`src/rtl/execute_muldiv_unit.sv`:
```
// ============================================================================
// Module   : execute_muldiv_unit
// Purpose  : Iterative multiply/divide unit holding the architectural hi/lo
//            registers in the execute stage. MULTU uses shift-add and DIVU
//            uses restoring division, one bit per cycle (WIDTH cycles per
//            operation). MTHI/MTLO writes are applied in a single edge.
// Ports    : clk, rst_n (async, active-low)
//            Estart/Eop/Esrca/Esrcb - issue strobe, opcode and operands
//            Ereadhilo              - execute-stage instruction reads hi/lo
//            Eflush                 - synchronous abort of in-flight op
//            Ehi/Elo                - registered hi/lo
//            Ebusy/Estall           - in-flight flag / hazard stall request
//            Edone/Edivzero         - one-cycle completion / div-by-zero pulses
// Options  : `define MULDIV_SIGNED_EN adds input Esigned; when high at accept,
//            MULTU/DIVU operate on two's complement operands.
// Revision : 1.0 - initial release
// ============================================================================
`default_nettype none

module execute_muldiv_unit #(
    parameter int WIDTH = 16
) (
    input  logic             clk,
    input  logic             rst_n,
    input  logic             Estart,
    input  logic [1:0]       Eop,
    input  logic [WIDTH-1:0] Esrca,
    input  logic [WIDTH-1:0] Esrcb,
`ifdef MULDIV_SIGNED_EN
    input  logic             Esigned,
`endif
    input  logic             Ereadhilo,
    input  logic             Eflush,
    output logic [WIDTH-1:0] Ehi,
    output logic [WIDTH-1:0] Elo,
    output logic             Ebusy,
    output logic             Estall,
    output logic             Edone,
    output logic             Edivzero
);

    localparam int CW = $clog2(WIDTH + 1);

    localparam logic [1:0] OP_MULTU = 2'b00;
    localparam logic [1:0] OP_DIVU  = 2'b01;
    localparam logic [1:0] OP_MTHI  = 2'b10;
    localparam logic [1:0] OP_MTLO  = 2'b11;

    typedef enum logic [1:0] {
        IDLE = 2'd0,
        MUL  = 2'd1,
        DIV  = 2'd2
    } state_t;

    state_t           state;
    logic [CW-1:0]    count;
    logic [WIDTH-1:0] opb;      // multiplicand / divisor magnitude
    logic [WIDTH-1:0] acc;      // product high half / partial remainder
    logic [WIDTH-1:0] quo;      // multiplier shifting out / quotient shifting in
    logic             neg_res;  // negate product or quotient at final edge
    logic             neg_rem;  // negate remainder at final edge

    // Signed-mode operand magnitudes, computed at accept time
    logic             signed_op;
    logic             a_neg;
    logic             b_neg;
    logic [WIDTH-1:0] mag_a;
    logic [WIDTH-1:0] mag_b;

`ifdef MULDIV_SIGNED_EN
    assign signed_op = Esigned;
`else
    assign signed_op = 1'b0;
`endif

    assign a_neg = signed_op & Esrca[WIDTH-1];
    assign b_neg = signed_op & Esrcb[WIDTH-1];
    assign mag_a = a_neg ? (~Esrca + 1'b1) : Esrca;
    assign mag_b = b_neg ? (~Esrcb + 1'b1) : Esrcb;

    // One iteration of each algorithm
    logic [WIDTH:0]     mul_sum;
    logic [WIDTH-1:0]   mul_acc;
    logic [WIDTH-1:0]   mul_quo;
    logic [WIDTH:0]     div_shift;
    logic [WIDTH:0]     div_diff;
    logic [WIDTH-1:0]   div_acc;
    logic [WIDTH-1:0]   div_quo;
    logic [WIDTH-1:0]   step_acc;
    logic [WIDTH-1:0]   step_quo;
    logic [2*WIDTH-1:0] prod_mag;
    logic [2*WIDTH-1:0] prod_res;
    logic [WIDTH-1:0]   quo_res;
    logic [WIDTH-1:0]   rem_res;

    always_comb begin
        // Shift-add: add multiplicand when the multiplier LSB is set, then
        // shift the combined {acc, quo} right by one.
        mul_sum = {1'b0, acc} + (quo[0] ? {1'b0, opb} : {(WIDTH+1){1'b0}});
        mul_acc = mul_sum[WIDTH:1];
        mul_quo = {mul_sum[0], quo[WIDTH-1:1]};

        // Restoring division: bring in the next dividend bit and subtract;
        // the borrow bit (MSB of the difference) decides restore vs keep.
        div_shift = {acc, quo[WIDTH-1]};
        div_diff  = div_shift - {1'b0, opb};
        if (!div_diff[WIDTH]) begin
            div_acc = div_diff[WIDTH-1:0];
            div_quo = {quo[WIDTH-2:0], 1'b1};
        end else begin
            div_acc = div_shift[WIDTH-1:0];
            div_quo = {quo[WIDTH-2:0], 1'b0};
        end

        if (state == DIV) begin
            step_acc = div_acc;
            step_quo = div_quo;
        end else begin
            step_acc = mul_acc;
            step_quo = mul_quo;
        end

        // Sign fix-up applied only on the final write
        prod_mag = {mul_acc, mul_quo};
        prod_res = neg_res ? (~prod_mag + 1'b1) : prod_mag;
        quo_res  = neg_res ? (~div_quo + 1'b1) : div_quo;
        rem_res  = neg_rem ? (~div_acc + 1'b1) : div_acc;
    end

    assign Ebusy  = (state != IDLE);
    assign Estall = Ebusy && (Estart || Ereadhilo);

    always_ff @(posedge clk or negedge rst_n) begin
        if (!rst_n) begin
            state    <= IDLE;
            count    <= '0;
            opb      <= '0;
            acc      <= '0;
            quo      <= '0;
            neg_res  <= 1'b0;
            neg_rem  <= 1'b0;
            Ehi      <= '0;
            Elo      <= '0;
            Edone    <= 1'b0;
            Edivzero <= 1'b0;
        end else begin
            Edone    <= 1'b0;
            Edivzero <= 1'b0;
            case (state)
                IDLE: begin
                    if (Estart && !Eflush) begin
                        case (Eop)
                            OP_MTHI: Ehi <= Esrca;
                            OP_MTLO: Elo <= Esrca;
                            OP_MULTU: begin
                                acc     <= '0;
                                quo     <= mag_a;
                                opb     <= mag_b;
                                neg_res <= a_neg ^ b_neg;
                                neg_rem <= 1'b0;
                                count   <= CW'(WIDTH);
                                state   <= MUL;
                            end
                            OP_DIVU: begin
                                if (Esrcb == '0) begin
                                    // Zero divisor resolves immediately
                                    Ehi      <= Esrca;
                                    Elo      <= '1;
                                    Edone    <= 1'b1;
                                    Edivzero <= 1'b1;
                                end else begin
                                    acc     <= '0;
                                    quo     <= mag_a;
                                    opb     <= mag_b;
                                    neg_res <= a_neg ^ b_neg;
                                    neg_rem <= a_neg;
                                    count   <= CW'(WIDTH);
                                    state   <= DIV;
                                end
                            end
                            default: ;
                        endcase
                    end
                end
                MUL, DIV: begin
                    if (Eflush) begin
                        state <= IDLE;
                        count <= '0;
                    end else begin
                        count <= count - 1'b1;
                        acc   <= step_acc;
                        quo   <= step_quo;
                        if (count == CW'(1)) begin
                            if (state == MUL) begin
                                Ehi <= prod_res[2*WIDTH-1:WIDTH];
                                Elo <= prod_res[WIDTH-1:0];
                            end else begin
                                Ehi <= rem_res;
                                Elo <= quo_res;
                            end
                            Edone <= 1'b1;
                            state <= IDLE;
                        end
                    end
                end
                default: state <= IDLE;
            endcase
        end
    end

endmodule

`default_nettype wire

```
`config.mk`:
```
export PLATFORM = sky130hd
export DESIGN_NAME = execute_muldiv_unit
export DESIGN_NICKNAME = d
export VERILOG_FILES = /design/src/rtl/execute_muldiv_unit.sv
export SDC_FILE = /design/constraint.sdc
export NUM_CORES = 1
export LEC_CHECK = 0
export ABC_CLOCK_PERIOD_IN_PS = 3150
export CAP_MARGIN = 30
export CORE_MARGIN = 2
export CORE_UTILIZATION = 35
export CTS_CLUSTER_DIAMETER = 40
export DETAILED_ROUTE_END_ITERATION = 10
export PLACE_DENSITY = 0.61
export SLEW_MARGIN = 5
export SYNTH_ARGS = -nofsm -noshare
export SYNTH_HDL_FRONTEND = slang
export SYNTH_SLANG_ARGS = --single-unit
```
`constraint.sdc`:
```
create_clock -name clk -period 3.15 [get_ports clk]
set_clock_uncertainty 0.2 [all_clocks]
set_input_delay 0.315 -clock clk [delete_from_list [all_inputs] [get_ports clk]]
set_output_delay 0.315 -clock clk [all_outputs]
set_load 0.05 [all_outputs]
```
run_1/port_trees.png
Scale: 2 px per um.
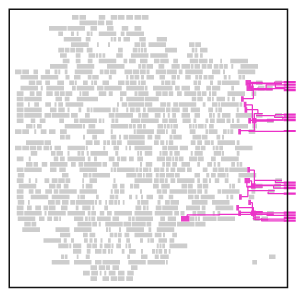
Key: magenta = Esrcb [bits 16, direction input, edge right, end cells 20, wire 485 um]

run_1/sizing.png
Scale: 3 px per um.
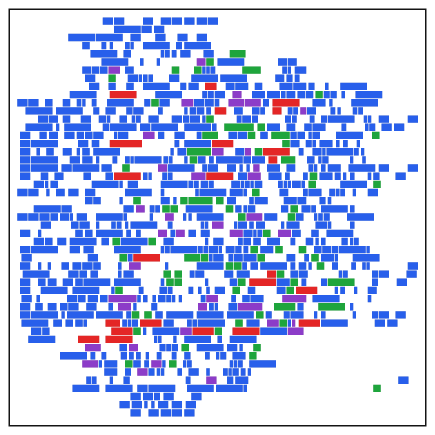
Key: red = x6 and larger [cells 23]; purple = x2 [cells 39]; blue = x1 and smaller [cells 686]; green = x3 and x4 [cells 75]

run_1/placed.png
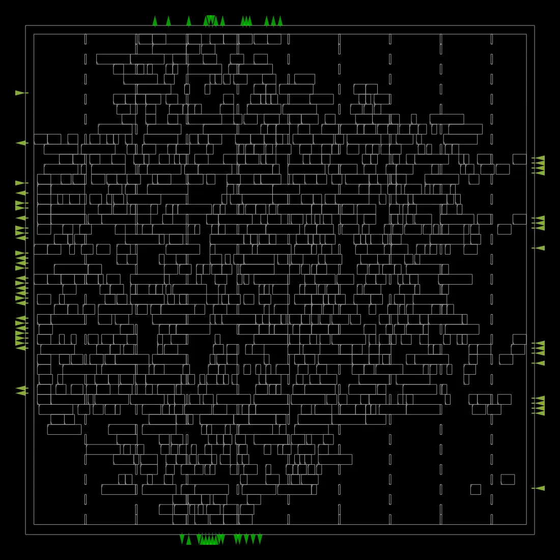
post-layout util: 46.4%
Fillers: 1,747
row count: 49

==> ci_impl_report.md, run 1 <==
## Implementation flow summary

| Metric | Value |
|---|---|
| CP endpoint kind | flop |
| Setup ws final | -22.5 ps |
| Synth area leaders | dfrtp_1 35%, ha_1 7.5%, mux2i_1 6.7% |
| Clk pwr share | 10.9% |
| Setup violations, final | 3 |
| H-tree depth | 3 |
| Dpl hpwl | 13,500 um |
| Yosys warning tally | 0 |
| Die Ht | 138 um |
| Synth cell types | 58 |
| Int Pwr | 0.00548 W |
| Init Core Util | 35.4% |
| DR vias | 5,625 |
| Switching part of the total | 47.8% |
| CP Launch Type | flop |
| Clk root buf | clkbuf_16 |
| Clock buf count | 10 |
| Status | finished with violations |
| Comb area share | 48.0% |
| Violated checks | negative setup slack |
[run 1: layer usage]
| layer | up-vias | track usage, % | routed length [um] |
|---|---|---|---|
| met2 | 135 | 28.6 | 7770 |
| met1 | 2667 | 28.8 | 9330 |
| met4 | 0 | 5.64 | 319 |
| li1 | 2804 | - | - |
| met5 | - | 0 | 0 |
| met3 | 19 | 2.70 | 730 |
[run 1: cells by family (layout without fill, tap and decap cells)]
logic type	count (synthesis)	in the layout	synth area share, %
simple gates	178	178	13.5
compound gates	244	244	26.1
fa+ha+maj	40	40	8.16
flops	89	89	35.2
mux	53	53	8.61
buf+inv	70	192	4.34
xor+xnor	27	27	4.04
[run 1: synth_stat cells (3+ instances only)]
cell	count
xor2_1	14
a21oi_1	43
o211ai_1	7
xnor2_1	12
o221ai_1	4
inv_1	32
o21a_1	8
nor3_1	8
o211a_1	4
o2111ai_1	4
ha_1	38
a211o_1	3
nand2_1	75
a221o_1	6
a211oi_1	17
o21ai_0	69
clkbuf_1	31
nor2_1	31
buf_1	3
a21o_1	38
mux2i_1	42
buf_2	3
nand2b_1	8
and2_1	17
nor4_1	6
nor2b_1	12
or2_2	3
a221oi_1	15
o31ai_1	4
dfrtp_1	89
a31oi_1	4
nand3_1	6
mux2_2	11
[run 1: what timing repair did]
item / in CTS / in global routing
resized: 9 / 34
buffers inserted: 3 / 1
hold endpoints to repair: 43 / 0
pin swaps: 0 / 8
hold buffers: 1 / 0
endpoints found under the setup margin: 18 / 31
[run 1: worst max-delay path: stages, from the launching register on]
cell and delay (ps):
dfrtp_1 370, inv_1 50, ha_2 180, inv_2 50
fa_2 210, a211oi_4 70, o211ai_2 160, or4b_4 490
o211a_4 270, xor2_4 190, buf_12 180, mux2_4 320
a221o_1 310
[run 1: power by group through the flow]
stage,Clock [W],Sequential [W],Combinational [W]
final,0.00115,0.00217,0.00718
after CTS,0.00117,0.00215,0.00688
after global routing,0.00123,0.00224,0.00782
after global placement,0,0.00216,0.00668
after detailed placement,0,0.00216,0.00672
after floorplan,0,0.00274,0.00385
[run 1: final timing paths]
path	startpoint	to	depth (start not counted)
worst max-delay path	quo[15]$_DFFE_PN0P_	acc[3]$_DFFE_PN0P_	12
worst min-delay path	Elo[3]$_DFFE_PN0P_	Elo[3]$_DFFE_PN0P_	1
worst max register to register	quo[15]$_DFFE_PN0P_	acc[3]$_DFFE_PN0P_	12
worst min register to register	Elo[3]$_DFFE_PN0P_	Elo[3]$_DFFE_PN0P_	1
max in group asynchronous	rst_n	quo[0]$_DFFE_PN0P_	3
min in group asynchronous	rst_n	opb[1]$_DFFE_PN0P_	2
[run 1: through the flow]
stage | util [%] | instances | setup TNS (ps) | worst slack (ps) | total power, W
6_report | 46.4 | 1052 | -56.1 | -22.5 | 0.0105
2_1_floorplan | - | 701 | 0 | 15.6 | 0.00659
3_3_place_gp | 43.6 | 1031 | -165 | -50.5 | 0.00884
3_5_place_dp | 43.6 | 1031 | -882 | -102 | 0.00887
4_1_cts | 45.6 | 1051 | -161 | -46.8 | 0.0102
5_1_grt | 46.4 | 1052 | -1500 | -138 | 0.0113
## Run 2: what changed since run 1
GPL_ROUTABILITY_DRIVEN = 0   (was default)
run_2/placed.png
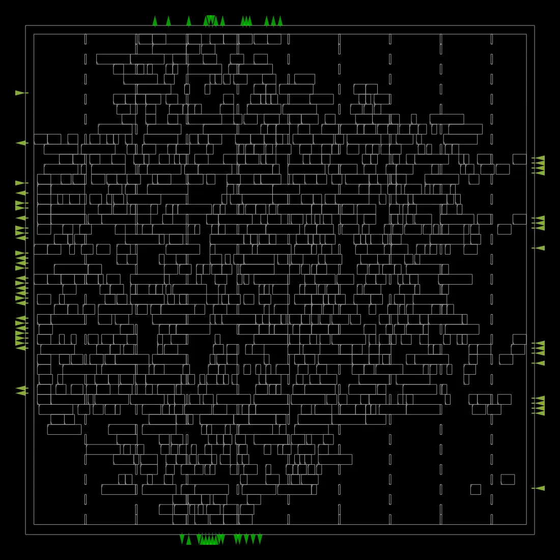
core area: 0.0178 mm^2
Flops: 89

==> ci_impl_report.md, run 2 <==
## Implementation flow summary

| Metric | Value |
|---|---|
| Status | finished with violations |
| Violated checks | negative setup slack |
| Setup ws final | -22.5 ps (unchanged) |
| Worst R2R End | acc[3]$_DFFE_PN0P_ |
| Hold depth | 1 (unchanged) |
| Switching part of the total | 47.8% (unchanged) |
| Final slew viol count | 0 |
| Fin Setup TNS | -56.1 ps (unchanged) |
| Dpl hpwl | 13,500 um (unchanged) |
| Top-count cell post-synth | dfrtp_1 |
| CP endpoint kind | flop |
| Global-route wire length before repair | 29,800 um |
| Fillers | 1,747 (unchanged) |
| Hold Path End | Elo[3]$_DFFE_PN0P_ |
| R2R cell count | 12 (unchanged) |
| Worst R2R Start | quo[15]$_DFFE_PN0P_ |
| DR vias | 5,625 (unchanged) |
| CP Launch Type | flop |
| Row count | 49 (unchanged) |
| Total power | 0.0105 W (unchanged) |
| Vias per Instance | 5.35 |
| Worst-path cell chain | inv_1 > ha_2 > inv_2 > fa_2 > a211oi_4 > o211ai_2 > or4b_4 > o211a_4 > xor2_4 > buf_12 > mux2_4 > a221o_1 |
| Commonest Layout Cell | dfrtp_1 |
| Setup violations, final | 3 (unchanged) |
| Clk pwr share | 10.9% (about the same) |
| H-tree depth | 3 (unchanged) |
| Vias in the first global route | 5,644 |
| Worst hold start | Elo[3]$_DFFE_PN0P_ |
| Synth area leaders | dfrtp_1 35%, ha_1 7.5%, mux2i_1 6.7% |
| Yosys warning tally | 0 (unchanged) |
| Worst relative slew slack | 57.6% |
| Crit Path Max Fanout | 12 |
| CP max stage delay | 490 ps (about the same) |
| Synth cell types | 58 (unchanged) |
| Die Ht | 138 um (unchanged) |
| Synth Seq Share | 35.2% |
| Setup CP Type | flop to flop |
| Reg clk slew, reported paths | 70 ps |
| Int Pwr | 0.00548 W (unchanged) |
| Top cells by count | 89 x dfrtp_1, 75 x nand2_1, 69 x o21ai_0 |
| Slowest cell on the critical path | or4b_4 |
| Post-route insts no fill | 1,052 (unchanged) |
| MaxCap Viol Count | 0 |
| Yosys Chip Area | 0.00632 mm^2 |
| Num ports | 75 |
| WL/cell | 17.3 um |
| Placed instance count | 1,031 (unchanged) |
| Synth area leader | dfrtp_1 |
| Init Core Util | 35.4% (unchanged) |
| Clk root buf | clkbuf_16 |
run_2/port_trees.png
Scale: 2 px per um.
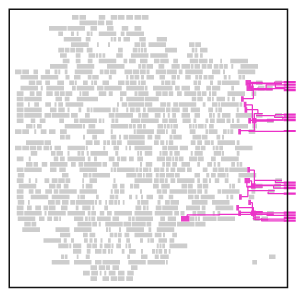
Key: magenta = Esrcb [bits 16, direction input, edge right, end cells 20, wire 485 um]

## run 2: cell counts after synthesis
No cell type changed its count.
## run 2: logic make-up after synthesis
kind of cell / count (synthesis) / share of synthesized area, %
compound gates: 244 / 26.1
xor+xnor: 27 / 4.04
fa+ha+maj: 40 / 8.16
buf+inv: 70 / 4.34
flops: 89 / 35.2
mux: 53 / 8.61
simple gates: 178 / 13.5
## run 2: power by group through the flow
stage	clock [W]	combinational [W]	sequential, W
after global placement	0	0.00668	0.00216
after floorplan	0	0.00385	0.00274
after detailed placement	0	0.00672	0.00216
after CTS	0.00117	0.00688	0.00215
final	0.00115	0.00718	0.00217
after global routing	0.00123	0.00782	0.00224
## run 2: layout make-up
class	count	area, um^2	share of cell area (%)
sequential	89	2230	26.9
clock inverter	6	71.3	0.861
clock buffer	10	239	2.89
multi-input combinational	542	3980	48.0
inverter	32	120	1.45
timing repair buffer	144	1360	16.4
tap	229	287	3.46
## run 2: per-layer routing
| layer | vias up | GRT usage (%) | wire (um) |
|---|---|---|---|
| met5 | - | 0 | 0 |
| li1 | 2804 | - | - |
| met1 | 2667 | 28.8 | 9330 |
| met2 | 135 | 28.6 | 7770 |
| met4 | 0 | 5.64 | 319 |
| met3 | 19 | 2.70 | 730 |
## run 2: how the worst max path moves through the flow
stage | start | to
3_5_place_dp | quo[15]$_DFFE_PN0P_ | acc[3]$_DFFE_PN0P_
4_1_cts | opb[0]$_DFFE_PN0P_ | Elo[0]$_DFFE_PN0P_
2_1_floorplan | quo[15]$_DFFE_PN0P_ | Ehi[11]$_DFFE_PN0P_
6_report | quo[15]$_DFFE_PN0P_ | acc[3]$_DFFE_PN0P_
5_1_grt | quo[15]$_DFFE_PN0P_ | Ehi[11]$_DFFE_PN0P_
3_3_place_gp | opb[0]$_DFFE_PN0P_ | acc[12]$_DFFE_PN0P_
## run 2: worst max-delay path: cells and delay by family (launching register included)
family                   cells  cell delay (ps)
AND-OR/OR-AND                4              810
AND/OR/NAND/NOR              1              490
adder cells (fa/ha/maj)      2              390
flip-flops                   1              370
multiplexers                 1              320
buffers and inverters        3              280
XOR/XNOR                     1              190
## run 2: repair_timing
action / 4_1_cts / 5_1_grt
gates resized: 9 / 34
cloned: 0 / 0
endpoints found under the hold margin: 43 / 0
pin swaps: 0 / 8
endpoints found under the setup margin: 18 / 31
hold buffers: 1 / 0
setup buffers: 3 / 1
## run 2: metrics by stage
stage / util (%) / instance area, um^2 / worst slack [ps]
3_5_place_dp: 43.6 / 7780 / -102
6_report: 46.4 / 8280 / -22.5
3_3_place_gp: 43.6 / 7780 / -50.5
5_1_grt: 46.4 / 8280 / -138
2_1_floorplan: - / 6320 / 15.6
4_1_cts: 45.6 / 8140 / -46.8
No activity file was given, so power comes from the tool's default toggle rates.
